$ cat src/rtl/systolic_skew_feeder_pkg.sv
// Shared types and FP16 constants for the systolic skew feeder.
package systolic_pkg;

  typedef enum logic [1:0] {
    IDLE,
    STREAM,
    DRAIN
  } feeder_state_t;

  localparam logic [15:0] FP16_ZERO = 16'h0000;
  localparam logic [15:0] FP16_ONE  = 16'h3C00;
  localparam logic [15:0] FP16_TWO  = 16'h4000;

  // One element travelling down a row's delay line; eot marks the tile's last element.
  typedef struct packed {
    logic [15:0] data;
    logic        enable;
    logic        eot;
  } skew_beat_t;

endpackage

$ cat src/rtl/systolic_skew_feeder_if.sv
// Valid/ready activation-vector input bus of the skew feeder.
interface systolic_skew_feeder_if #(
  parameter int DATA_WIDTH = 16,
  parameter int ROWS       = 4
);
  logic                       in_valid_i;
  logic                       in_ready_o;
  logic [ROWS*DATA_WIDTH-1:0] in_data_i;

  modport master (output in_valid_i, output in_data_i, input in_ready_o);
  modport slave  (input in_valid_i, input in_data_i, output in_ready_o);
endinterface

$ cat src/rtl/systolic_skew_feeder_delay_line.sv
// Enable-gated shift register of beats with synchronous flush; one instance per array row.
module systolic_delay_line
  import systolic_pkg::*;
#(
  parameter int  DEPTH = 1,
  parameter type T     = skew_beat_t
) (
  input  logic clk,
  input  logic rst_n,
  input  logic flush_i,
  input  logic adv_i,
  input  T     din_i,
  output T     dout_o
);

  T stage_q [0:DEPTH-1];
  T stage_d [0:DEPTH-1];

  // Flush wins over advance so an abort empties the line even while stalled.
  always_comb begin
    for (int i = 0; i < DEPTH; i++) begin
      stage_d[i] = stage_q[i];
    end
    if (flush_i) begin
      for (int i = 0; i < DEPTH; i++) begin
        stage_d[i] = '0;
      end
    end else if (adv_i) begin
      stage_d[0] = din_i;
      for (int i = 1; i < DEPTH; i++) begin
        stage_d[i] = stage_q[i-1];
      end
    end
  end

  always_ff @(posedge clk or negedge rst_n) begin
    if (!rst_n) begin
      for (int i = 0; i < DEPTH; i++) begin
        stage_q[i] <= '0;
      end
    end else begin
      for (int i = 0; i < DEPTH; i++) begin
        stage_q[i] <= stage_d[i];
      end
    end
  end

  assign dout_o = stage_q[DEPTH-1];

endmodule

$ cat src/rtl/systolic_skew_feeder.sv
// Activation feeder: row r of each accepted vector leaves after r+1 registered stages.
// Optional stall/bubble statistics are built when FEEDER_STAT_EN is defined.
module systolic_skew_feeder
  import systolic_pkg::*;
#(
  parameter int DATA_WIDTH = 16,
  parameter int ROWS       = 4,
  parameter int MAX_K      = 256,
  parameter int CNT_W      = $clog2(MAX_K + 1)
) (
  input  logic                  clk,
  input  logic                  rst_n,
  input  logic                  clear_i,
  input  logic                  start_i,
  input  logic [CNT_W-1:0]      cfg_k_i,
  input  logic                  stall_i,
  systolic_skew_feeder_if.slave in_if,
  output logic [DATA_WIDTH-1:0] activation_out        [0:ROWS-1],
  output logic                  ACTIVATION_ENABLE_out [0:ROWS-1],
  output logic                  END_SIGNAL_out        [0:ROWS-1],
  output logic                  busy_o,
  output logic                  done_o
`ifdef FEEDER_STAT_EN
  ,
  output logic [31:0]           stall_cycles_o,
  output logic [31:0]           bubble_cycles_o
`endif
);

  typedef struct packed {
    logic [DATA_WIDTH-1:0] data;
    logic                  enable;
    logic                  eot;
  } beat_t;

  localparam logic [CNT_W-1:0] K_MAX = CNT_W'(MAX_K);

  feeder_state_t    state_q, state_d;
  logic [CNT_W-1:0] k_q, k_d;
  logic [CNT_W-1:0] cnt_q, cnt_d;
  logic             zero_done_q, zero_done_d;
  logic [CNT_W-1:0] k_sat;
  logic             in_ready;
  logic             accept;
  logic             inj_last;
  logic             end_seen;

  beat_t row_in  [0:ROWS-1];
  beat_t row_out [0:ROWS-1];

  assign k_sat    = (cfg_k_i > K_MAX) ? K_MAX : cfg_k_i;
  assign end_seen = (state_q == DRAIN) && row_out[ROWS-1].eot;
  assign in_ready = (state_q == STREAM) && !stall_i && !clear_i;
  assign accept   = in_ready && in_if.in_valid_i;

  assign in_if.in_ready_o = in_ready;
  assign busy_o           = (state_q != IDLE);
  // Gated by stall so a frozen end-of-tile beat still yields exactly one pulse.
  assign done_o           = (zero_done_q || end_seen) && !stall_i && !clear_i;

  always_comb begin
    state_d     = state_q;
    k_d         = k_q;
    cnt_d       = cnt_q;
    zero_done_d = zero_done_q;
    inj_last    = 1'b0;
    if (clear_i) begin
      state_d     = IDLE;
      cnt_d       = '0;
      zero_done_d = 1'b0;
    end else if (!stall_i) begin
      zero_done_d = 1'b0;
      case (state_q)
        IDLE: begin
          if (start_i) begin
            if (k_sat == '0) begin
              zero_done_d = 1'b1;
            end else begin
              k_d     = k_sat;
              cnt_d   = '0;
              state_d = STREAM;
            end
          end
        end
        STREAM: begin
          if (accept) begin
            cnt_d = cnt_q + CNT_W'(1);
            if (cnt_q == k_q - CNT_W'(1)) begin
              inj_last = 1'b1;
              state_d  = DRAIN;
            end
          end
        end
        DRAIN: begin
          if (end_seen) begin
            state_d = IDLE;
          end
        end
        default: state_d = IDLE;
      endcase
    end
  end

  always_ff @(posedge clk or negedge rst_n) begin
    if (!rst_n) begin
      state_q     <= IDLE;
      k_q         <= '0;
      cnt_q       <= '0;
      zero_done_q <= 1'b0;
    end else begin
      state_q     <= state_d;
      k_q         <= k_d;
      cnt_q       <= cnt_d;
      zero_done_q <= zero_done_d;
    end
  end

  for (genvar gi = 0; gi < ROWS; gi++) begin : g_row
    assign row_in[gi] = accept ?
        beat_t'{data:   in_if.in_data_i[gi*DATA_WIDTH +: DATA_WIDTH],
                enable: 1'b1,
                eot:    inj_last} : '0;

    systolic_delay_line #(
      .DEPTH (gi + 1),
      .T     (beat_t)
    ) u_delay (
      .clk     (clk),
      .rst_n   (rst_n),
      .flush_i (clear_i),
      .adv_i   (!stall_i),
      .din_i   (row_in[gi]),
      .dout_o  (row_out[gi])
    );

    assign activation_out[gi]        = row_out[gi].data;
    assign ACTIVATION_ENABLE_out[gi] = row_out[gi].enable;
    assign END_SIGNAL_out[gi]        = row_out[gi].eot;
  end

`ifdef FEEDER_STAT_EN
  logic [31:0] stall_cnt_q, stall_cnt_d;
  logic [31:0] bubble_cnt_q, bubble_cnt_d;
  logic        start_acc;

  assign start_acc = (state_q == IDLE) && start_i && !stall_i && !clear_i;

  // Both counters saturate rather than wrap.
  always_comb begin
    stall_cnt_d  = stall_cnt_q;
    bubble_cnt_d = bubble_cnt_q;
    if (start_acc) begin
      stall_cnt_d  = '0;
      bubble_cnt_d = '0;
    end else begin
      if (busy_o && stall_i && (stall_cnt_q != '1)) begin
        stall_cnt_d = stall_cnt_q + 32'd1;
      end
      if ((state_q == STREAM) && !stall_i && !in_if.in_valid_i && (bubble_cnt_q != '1)) begin
        bubble_cnt_d = bubble_cnt_q + 32'd1;
      end
    end
  end

  always_ff @(posedge clk or negedge rst_n) begin
    if (!rst_n) begin
      stall_cnt_q  <= '0;
      bubble_cnt_q <= '0;
    end else begin
      stall_cnt_q  <= stall_cnt_d;
      bubble_cnt_q <= bubble_cnt_d;
    end
  end

  assign stall_cycles_o  = stall_cnt_q;
  assign bubble_cycles_o = bubble_cnt_q;
`endif

endmodule

$ cat src/flat_wrapper.sv
// flat-port wrapper written by rule: the top's interface ports become plain ports
module systolic_skew_feeder_flat import systolic_pkg::*;
#(
  parameter int DATA_WIDTH = 16,
  parameter int ROWS       = 4,
  parameter int MAX_K      = 256,
  parameter int CNT_W      = $clog2(MAX_K + 1)
)
  (clk, rst_n, clear_i, start_i, cfg_k_i, stall_i, activation_out, ACTIVATION_ENABLE_out, END_SIGNAL_out, busy_o, done_o, in_if_in_valid_i, in_if_in_data_i, in_if_in_ready_o);
  systolic_skew_feeder_if #(.DATA_WIDTH(DATA_WIDTH), .ROWS(ROWS)) in_if_i ();
  input  logic clk;
  input  logic rst_n;
  input  logic clear_i;
  input  logic start_i;
  input  logic [CNT_W-1:0] cfg_k_i;
  input  logic stall_i;
  output logic [DATA_WIDTH-1:0] activation_out[0:ROWS-1];
  output logic ACTIVATION_ENABLE_out[0:ROWS-1];
  output logic END_SIGNAL_out[0:ROWS-1];
  output logic busy_o;
  output logic done_o;
  input wire logic [$bits(in_if_i.in_valid_i)-1:0] in_if_in_valid_i;
  input wire logic [$bits(in_if_i.in_data_i)-1:0] in_if_in_data_i;
  output wire logic [$bits(in_if_i.in_ready_o)-1:0] in_if_in_ready_o;
  assign in_if_i.in_valid_i = in_if_in_valid_i;
  assign in_if_i.in_data_i = in_if_in_data_i;
  assign in_if_in_ready_o = in_if_i.in_ready_o;
  systolic_skew_feeder #(.DATA_WIDTH(DATA_WIDTH), .ROWS(ROWS), .MAX_K(MAX_K), .CNT_W(CNT_W)) u_core (.clk(clk), .rst_n(rst_n), .clear_i(clear_i), .start_i(start_i), .cfg_k_i(cfg_k_i), .stall_i(stall_i), .in_if(in_if_i), .activation_out(activation_out), .ACTIVATION_ENABLE_out(ACTIVATION_ENABLE_out), .END_SIGNAL_out(END_SIGNAL_out), .busy_o(busy_o), .done_o(done_o));
endmodule
$ cat config.mk
export PLATFORM = sky130hd
export DESIGN_NAME = systolic_skew_feeder_flat
export DESIGN_NICKNAME = d
export VERILOG_FILES = /design/src/rtl/systolic_skew_feeder_pkg.sv /design/src/rtl/systolic_skew_feeder_if.sv /design/src/rtl/systolic_skew_feeder_delay_line.sv /design/src/rtl/systolic_skew_feeder.sv /design/src/flat_wrapper.sv
export SDC_FILE = /design/constraint.sdc
export NUM_CORES = 1
export LEC_CHECK = 0
export ABC_AREA = 1
export CORE_MARGIN = 2
export CORE_UTILIZATION = 45
export CTS_CLUSTER_DIAMETER = 60
export CTS_CLUSTER_SIZE = 25
export DETAILED_ROUTE_END_ITERATION = 8
export PLACE_DENSITY = 0.73
export SETUP_SLACK_MARGIN = 0.3
export SLEW_MARGIN = 0
export SYNTH_ARGS = -nofsm -noshare
export SYNTH_HDL_FRONTEND = slang
export SYNTH_SLANG_ARGS = --single-unit
$ cat constraint.sdc
create_clock -name clk -period 2.25 [get_ports clk]
set_input_delay 0.5625 -clock clk [delete_from_list [all_inputs] [get_ports clk]]
set_output_delay 0.5625 -clock clk [all_outputs]
set_load 0.05 [all_outputs]
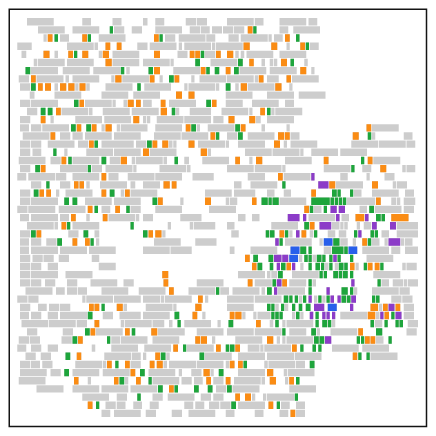
**Above:** logic cells by family.
Drawn at 3 px/µm.
Blue shows XOR/XNOR gates, cells 5, where east. Purple shows NOR gates, cells 38. Orange shows inverting AOI/OAI gates, cells 178, where all over the die. Green shows NAND gates, cells 204, where all over the die.
post-route insts no fill: 1221
most instantiated logic cell after routing: dfrtp_1
Comb/total area: 22.5%

==> Changelog: implementation <==
## Flow update

* Max-Cap Viols at 0
* Vertical die size at 139 µm
* Pin count of the biggest net entering global routing at 103
* Largest stage delay on the critical path at 0.34 ns
* Max-slew violation count at 0
* Vias/cell at 5.11
* First-pass GRT wire length at 31.7 mm
* Die Area at 0.0192 mm²
* Sequential Area at 0.00473 mm²
* Most frequent cell after synthesis: dfrtp_1
* Flops after synth at 189
* Leak Pwr at 4.79 nW
* CTS root buffer: clkbuf_16
* Synth unique cells at 31
* Filler instances at 1538
* Top-area cell share at 58.1%
* Post-DP Area at 0.00969 mm²
* Peak Freq at 0.493 GHz
* Io pins at 154
* Post-route ant nets at 0
* Fin util at 57.8%
* Max rail drop VDD at 0.576 mV
* Hold Vio Cnt, Final at 0
* CP Class: input port to output port
* GP Congestion at 0.804
* Clk slew on worst S/H paths at 0.08 ns
* Worst-Skew Late Latency at 0.44 ns
* Cell Rows at 49
* # port buffers at 153
* DRC violations left at 0
* Worst Path Required at 1.69 ns
* Top cells by area: dfrtp_1 58%, o21ai_0 6.9%, inv_1 6.1%
* CTS buffer count at 17
* Most used flip-flop cell: dfrtp_1
* Worst Tran Pin Value at 0.560 ns
* Register area share after synthesis at 58.1%
* HPWL reported at the end of detailed placement at 12.0 mm
* Final Setup Violations at 0
* Minimum clock period at 2.03 ns
* R2r startpoint: u_core.state_q[1]$_DFFE_PN0P_
* CTS tree: yes
* Initial antenna violation count at 1
* Post-synth area from yosys stat at 0.00815 mm²
* OpenROAD warnings at 30
* Hold WC Path Type: input port to asynchronous set/reset pin
* Cell Pwr Density at 768 mW/mm²
* Ratio of cells with drive above 1 in the final layout at 10.5%
* Die W at 139 µm
* Layout Nets at 1059
* Syn_nets at 957
* 1st-iter DRT viols at 246
* Outcome: finished, final reports clean
* Post-synth top cells: 189 x dfrtp_1, 133 x inv_1, 124 x nand2_1, 112 x o21ai_0, 72 x nand3_1
* Fin area at 0.0103 mm²
* Worst Path Arrival at 1.47 ns
* CTS sink cnt at 189
* Slowest-stage cell, CP: dlygate4sd2_1
* TritonRoute pass-1 iters at 4
* Synth async-reset ratio at 100%
* Crit share post-route at 90.2%
* R2r endpoint: u_core.k_q[2]$_DFFE_PN0P_
* Ordered cell list for the critical path: dlygate4sd2_1 -> nor2_2 -> clkinv_2 -> a21oi_4 -> buf_12
* Startpoint Class: input port
* Core utilization at floorplan at 45.7%
* EDFF count, synth at 0
* Comb gate area at 0.00232 mm²
* Layout Area Growth over Synthesis at 26.6%
* Cells in synth_stat.txt at 876
* Vias in the first global route at 6472
* Max clock buf depth at 2
* Skew final at 0.0109 ns
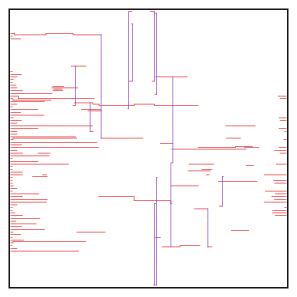
**Above:** signal wires by layer.
Drawn at 2 px/µm. Two of the layers only.
Purple shows met4, wire length 451 µm. Red shows met3, wire length 1310 µm.
vias: 6236
wire per inst: 15.2 µm
Total Routed Length: 18.5 mm

cell usage in the layout (no fill, tap or decap), drive strengths merged:
master and count:
o31ai 2, nand3 73, xnor2 2, a21oi 6, o22ai 53, o21ai 117
dlygate4sd2 48, ha 2, nor3b 1, and3 1, nor4 4, nor3 5
xor2 3, inv 149, buf 37, bufinv 1, diode 1, clkdlybuf4s15 18
a32o 16, dfrtp 189, clkbuf 25, dlymetal6s2s 1, clkinv 5, nand4 4
nor2 28, nand2 127, clkdlybuf4s50 74
stage by stage:
| stage | cells | hold WS [ns] | worst slack (ns) | setup TNS [ns] | total power, mW |
|---|---|---|---|---|---|
| after floorplan | 876 | 0.267 | 0.304 | 0 | 4.29 |
| after CTS | 1218 | 0.0918 | 0.103 | 0 | 7.97 |
| after global placement | 1182 | 0.465 | -0.0541 | -0.245 | 4.72 |
| after detailed placement | 1182 | 0.472 | -0.0883 | -0.685 | 4.74 |
| final | 1221 | 0.0807 | 0.221 | 0 | 7.92 |
| after global routing | 1221 | 0.103 | 0.158 | 0 | 8.29 |
metal layers:
metal | global-route usage (%) | vias to the layer above | wire length, µm
li1 | - | 3010 | -
met1 | 26.4 | 3023 | 8010
met2 | 32.0 | 175 | 8750
met3 | 6.46 | 28 | 1310
met4 | 7.04 | 0 | 451
met5 | 0 | - | 0
report_power, final:
group	leakage, nW	total [mW]	internal [mW]	switching [mW]
clock network	0.312	3.19	1.66	1.53
registers	2.63	3.58	3.49	0.0934
logic	1.85	1.15	0.455	0.690
total	4.79	7.92	5.60	2.32
cell families after synthesis:
kind of cell / share of synthesized area, %
flip-flops: 58.1
adder cells (fa/ha/maj): 0.307
AND-OR/OR-AND: 13.8
AND/OR/NAND/NOR: 13.2
XOR/XNOR: 0.538
buffers and inverters: 14.0
layout make-up:
type	instances	share of cell area, %
flip-flops and latches	189	45.9
multi-input cells	444	22.5
repair buffers	186	17.5
inverters	140	5.11
clock buffers	17	4.12
well taps	229	2.78
clock inverters	15	2.13
diodes	1	0.0243
state kept, by name (all words and copies together) (netlist names):
signal,cells
u_core.g_row.u_delay.dout_o,66
u_core.g_row.u_delay.stage_q,102
u_core.state_q,2
u_core.zero_done_q,1
u_core.k_q,9
u_core.cnt_q,9
critical path, delay by kind of cell:
| kind | cells | cell delay [ns] |
|---|---|---|
| buffers and inverters | 3 | 0.59 |
| and+or+nand+nor | 1 | 0.17 |
| AOI/OAI and AO/OA | 1 | 0.14 |
how the worst max path moves through the flow:
stage / start / to / slack [ns] / depth (start not counted)
4_1_cts: stall_i / done_o / 0.10 / 5
3_5_place_dp: clear_i / done_o / -0.09 / 5
2_1_floorplan: clear_i / done_o / 0.30 / 5
6_report: clear_i / done_o / 0.22 / 5
3_3_place_gp: clear_i / u_core.cnt_q[4]$_DFFE_PN0P_ / -0.05 / 11
5_1_grt: u_core.state_q[1]$_DFFE_PN0P_ / in_if_in_ready_o / 0.16 / 6
repair_timing:
action,CTS,global route
resized,84,31
setup endpoints to repair,74,27
hold buffers,0,0
pin swaps,1,1
setup buffers,4,2
Power and IR drop assume default switching activity.
